### src/rtl/fir_core_m.sv
// rtl/fir_core_m.sv - streaming NTAPS-tap FIR, Q1.15 coefficients, round-half-up and saturate to 16 bits.
// One sample per clock in, one result per accepted sample out, one clock later.

module fir_core_m #(
   parameter int                  NTAPS  = 16,
   parameter logic [NTAPS*16-1:0] COEFFS = {NTAPS{16'sd2048}}
) (
   input  logic        aclk,
   input  logic        aresetn,
   input  logic        s_axis_data_tvalid,
   output logic        s_axis_data_tready,
   input  logic [15:0] s_axis_data_tdata,
   output logic        m_axis_data_tvalid,
   output logic [15:0] m_axis_data_tdata
);

   localparam int ACC_W = 37;

   logic signed [15:0]      x [NTAPS];
   logic signed [31:0]      prod [NTAPS];
   logic signed [ACC_W-1:0] acc;
   logic signed [ACC_W-1:0] rounded;
   logic signed [21:0]      y_full;
   logic signed [15:0]      y_sat;
   logic                    accept;
   logic                    pend;

   assign accept = s_axis_data_tvalid && s_axis_data_tready;

   // Sum is taken over the delay line as it stands after the accepting edge.
   always_comb begin
      acc = '0;
      for (int k = 0; k < NTAPS; k++) begin
         prod[k] = 32'($signed(COEFFS[16*k +: 16])) * 32'(x[k]);
         acc     = acc + ACC_W'(prod[k]);
      end
   end

   assign rounded = acc + ACC_W'(16384);
   assign y_full  = 22'(rounded >>> 15);

   always_comb begin
      if (y_full > 22'sd32767)
         y_sat = 16'sh7fff;
      else if (y_full < -22'sd32768)
         y_sat = 16'sh8000;
      else
         y_sat = y_full[15:0];
   end

   // tready doubles as the internal reset-release flag; pend marks a result owed next edge.
   always_ff @(posedge aclk or negedge aresetn) begin
      if (!aresetn) begin
         s_axis_data_tready <= 1'b0;
         pend               <= 1'b0;
         m_axis_data_tvalid <= 1'b0;
         m_axis_data_tdata  <= '0;
         for (int k = 0; k < NTAPS; k++)
            x[k] <= '0;
      end else begin
         s_axis_data_tready <= 1'b1;
         pend               <= accept;
         m_axis_data_tvalid <= pend;
         if (pend)
            m_axis_data_tdata <= y_sat;
         if (accept) begin
            x[0] <= s_axis_data_tdata;
            for (int k = 1; k < NTAPS; k++)
               x[k] <= x[k-1];
         end
      end
   end

endmodule

### config.mk
export PLATFORM = sky130hd
export DESIGN_NAME = fir_core_m
export DESIGN_NICKNAME = d
export VERILOG_FILES = /design/src/rtl/fir_core_m.sv
export SDC_FILE = /design/constraint.sdc
export NUM_CORES = 1
export LEC_CHECK = 0
export CAP_MARGIN = 10
export CORE_AREA = 2 2 199 201
export CTS_BUF_LIST = sky130_fd_sc_hd__clkbuf_8
export DETAILED_ROUTE_END_ITERATION = 6
export DIE_AREA = 0 0 201 203
export PLACE_DENSITY = 0.61
export SLEW_MARGIN = 20
export SYNTH_ARGS = -nofsm -noshare
export SYNTH_HDL_FRONTEND = slang
export SYNTH_SLANG_ARGS = --single-unit
### constraint.sdc
create_clock -name aclk -period 10.1 [get_ports aclk]
set_input_delay 2.02 -clock aclk [delete_from_list [all_inputs] [get_ports aclk]]
set_output_delay 2.02 -clock aclk [all_outputs]
set_load 0.01 [all_outputs]
==> flow_summary.ini <==
; generated from flow reports
[timing]
hold_viol_final = 0
min_period_ps = 6570
report.final.slew_viol_count = 0
worst_pin_slew_ps = 1080
fin_tns_setup_ps = 0
setup_slack_ps = 3530
rsz0062_at_grt = no
fin_crit_sh = 0.650

[synthesis]
adder_share = 0.301
synth.area.top_cells = dfrtp_1 (40%), fa_1 (27%), inv_1 (8.9%), mux2_2 (5.8%), o21ai_0 (5.1%)
ys_area_um2 = 17200
synth_top_area_share = 0.399
ys_seq_frac = 0.399
synth_top_flop_cell = dfrtp_1
ys.flops = 275
ys_sh_mux = 0.0588
aoi_share = 0.0755
ys_sh_simple = 0.0597
synthCells = 1588
synth_stat.cells = 1588
synth_nets = 1881
yosysUniqueCellTypes = 48
avgSynthCellArea_um2 = 10.8
synth_area_um2 = 17200

[cts]
clock.latency.late_pin_ps = 590
cts-root-buf = clkbuf_8
numClockSinks = 275

[placed_design]
port_buffers = 36
dp_hpwl_mm = 20.4

[worst_setup_path]
cp_top_family = adder cells
path_buffers = 4
r2r_cells = 20
worst_path_max_delay_cell = fa_1
worst-path-stages = 20
setup.worst_path.end_class = flip-flop
r2r_end = m_axis_data_tdata[14]
critPathLaunch = x[4]
start_kind = flip-flop
crit_end = m_axis_data_tdata[14]

[floorplan]
io_pins = 37
fp.dieW_um = 201

[drt]
dr.first_iter.drc_count = 471
wire_per_inst_um = 13.1
dr.pass1.iters = 4
via_per_inst = 4.57
antenna_left = 0
drc = 0

[global_routing]
grt-ovfl-total = 0
grt_max_degree = 207
first_global_vias = 10700
globalRouteTotalUtil = 0.158

[run_status]
status = finished clean

[final_layout]
largest_reg_flops = 256
nNetsFinal = 1924
n_antenna_cell = 0

[flow_run]
drv_cap = 0

[hold_path]
hold_class = flip-flop to flip-flop
==> layout make-up <==
type	count	area, um2	share of cell area
Tap cell	518	648	0.0339
Clock inverter	24	133	0.00694
Inverter	411	1550	0.0811
Sequential cell	275	6880	0.360
Timing Repair Buffer	41	435	0.0228
Clock buffer	62	853	0.0447
Multi-Input combinational cell	853	8610	0.451
==> stage by stage <==
stage	cells	area [um2]	hold slack (ps)	util
after floorplan	1588	17200	352	-
after global placement	2097	18100	455	0.470
after detailed placement	2097	18100	462	0.470
after CTS	2183	19100	463	0.496
after global routing	2184	19100	489	0.497
final	2184	19100	465	0.497
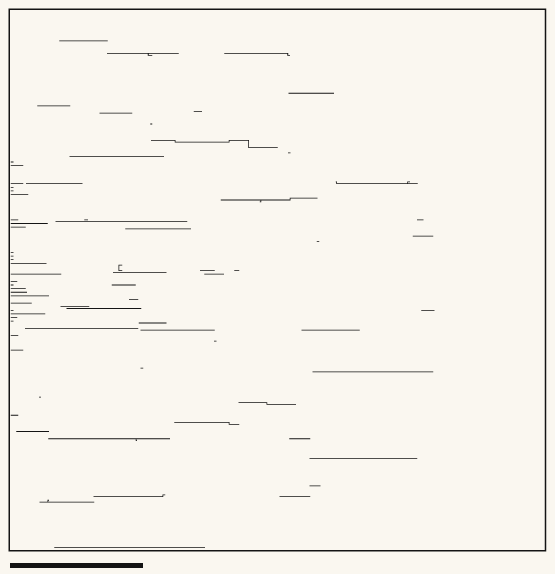
(the metal 3 layer)
Scale bar: 50 um.
The layer holds 3.6% of the routed length. The longest straight run is 56.4 um.
Via Count: 9976
met3 GRT Util: 0.0274
Post-Route WL: 28.7 mm

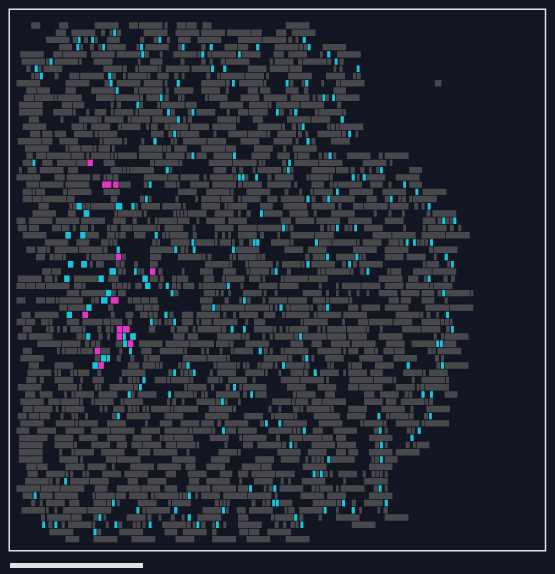
(gate families picked out)
Scale bar: 50 um.
nand cells: marked cyan, cells 199, most used nand2_1. and/or cells: marked magenta, cells 13, where west.
fin cells: 2184
most frequent logic cell in the layout: inv_1

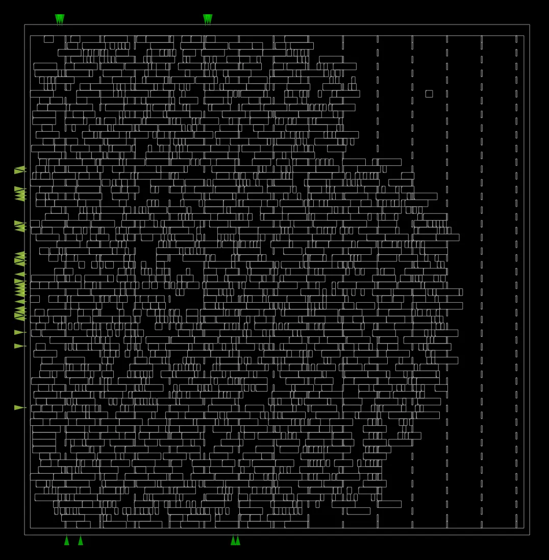
(placed standard cells)
flop count: 275
# rows: 72
core box area: 38500 um2
Seq area share: 0.360

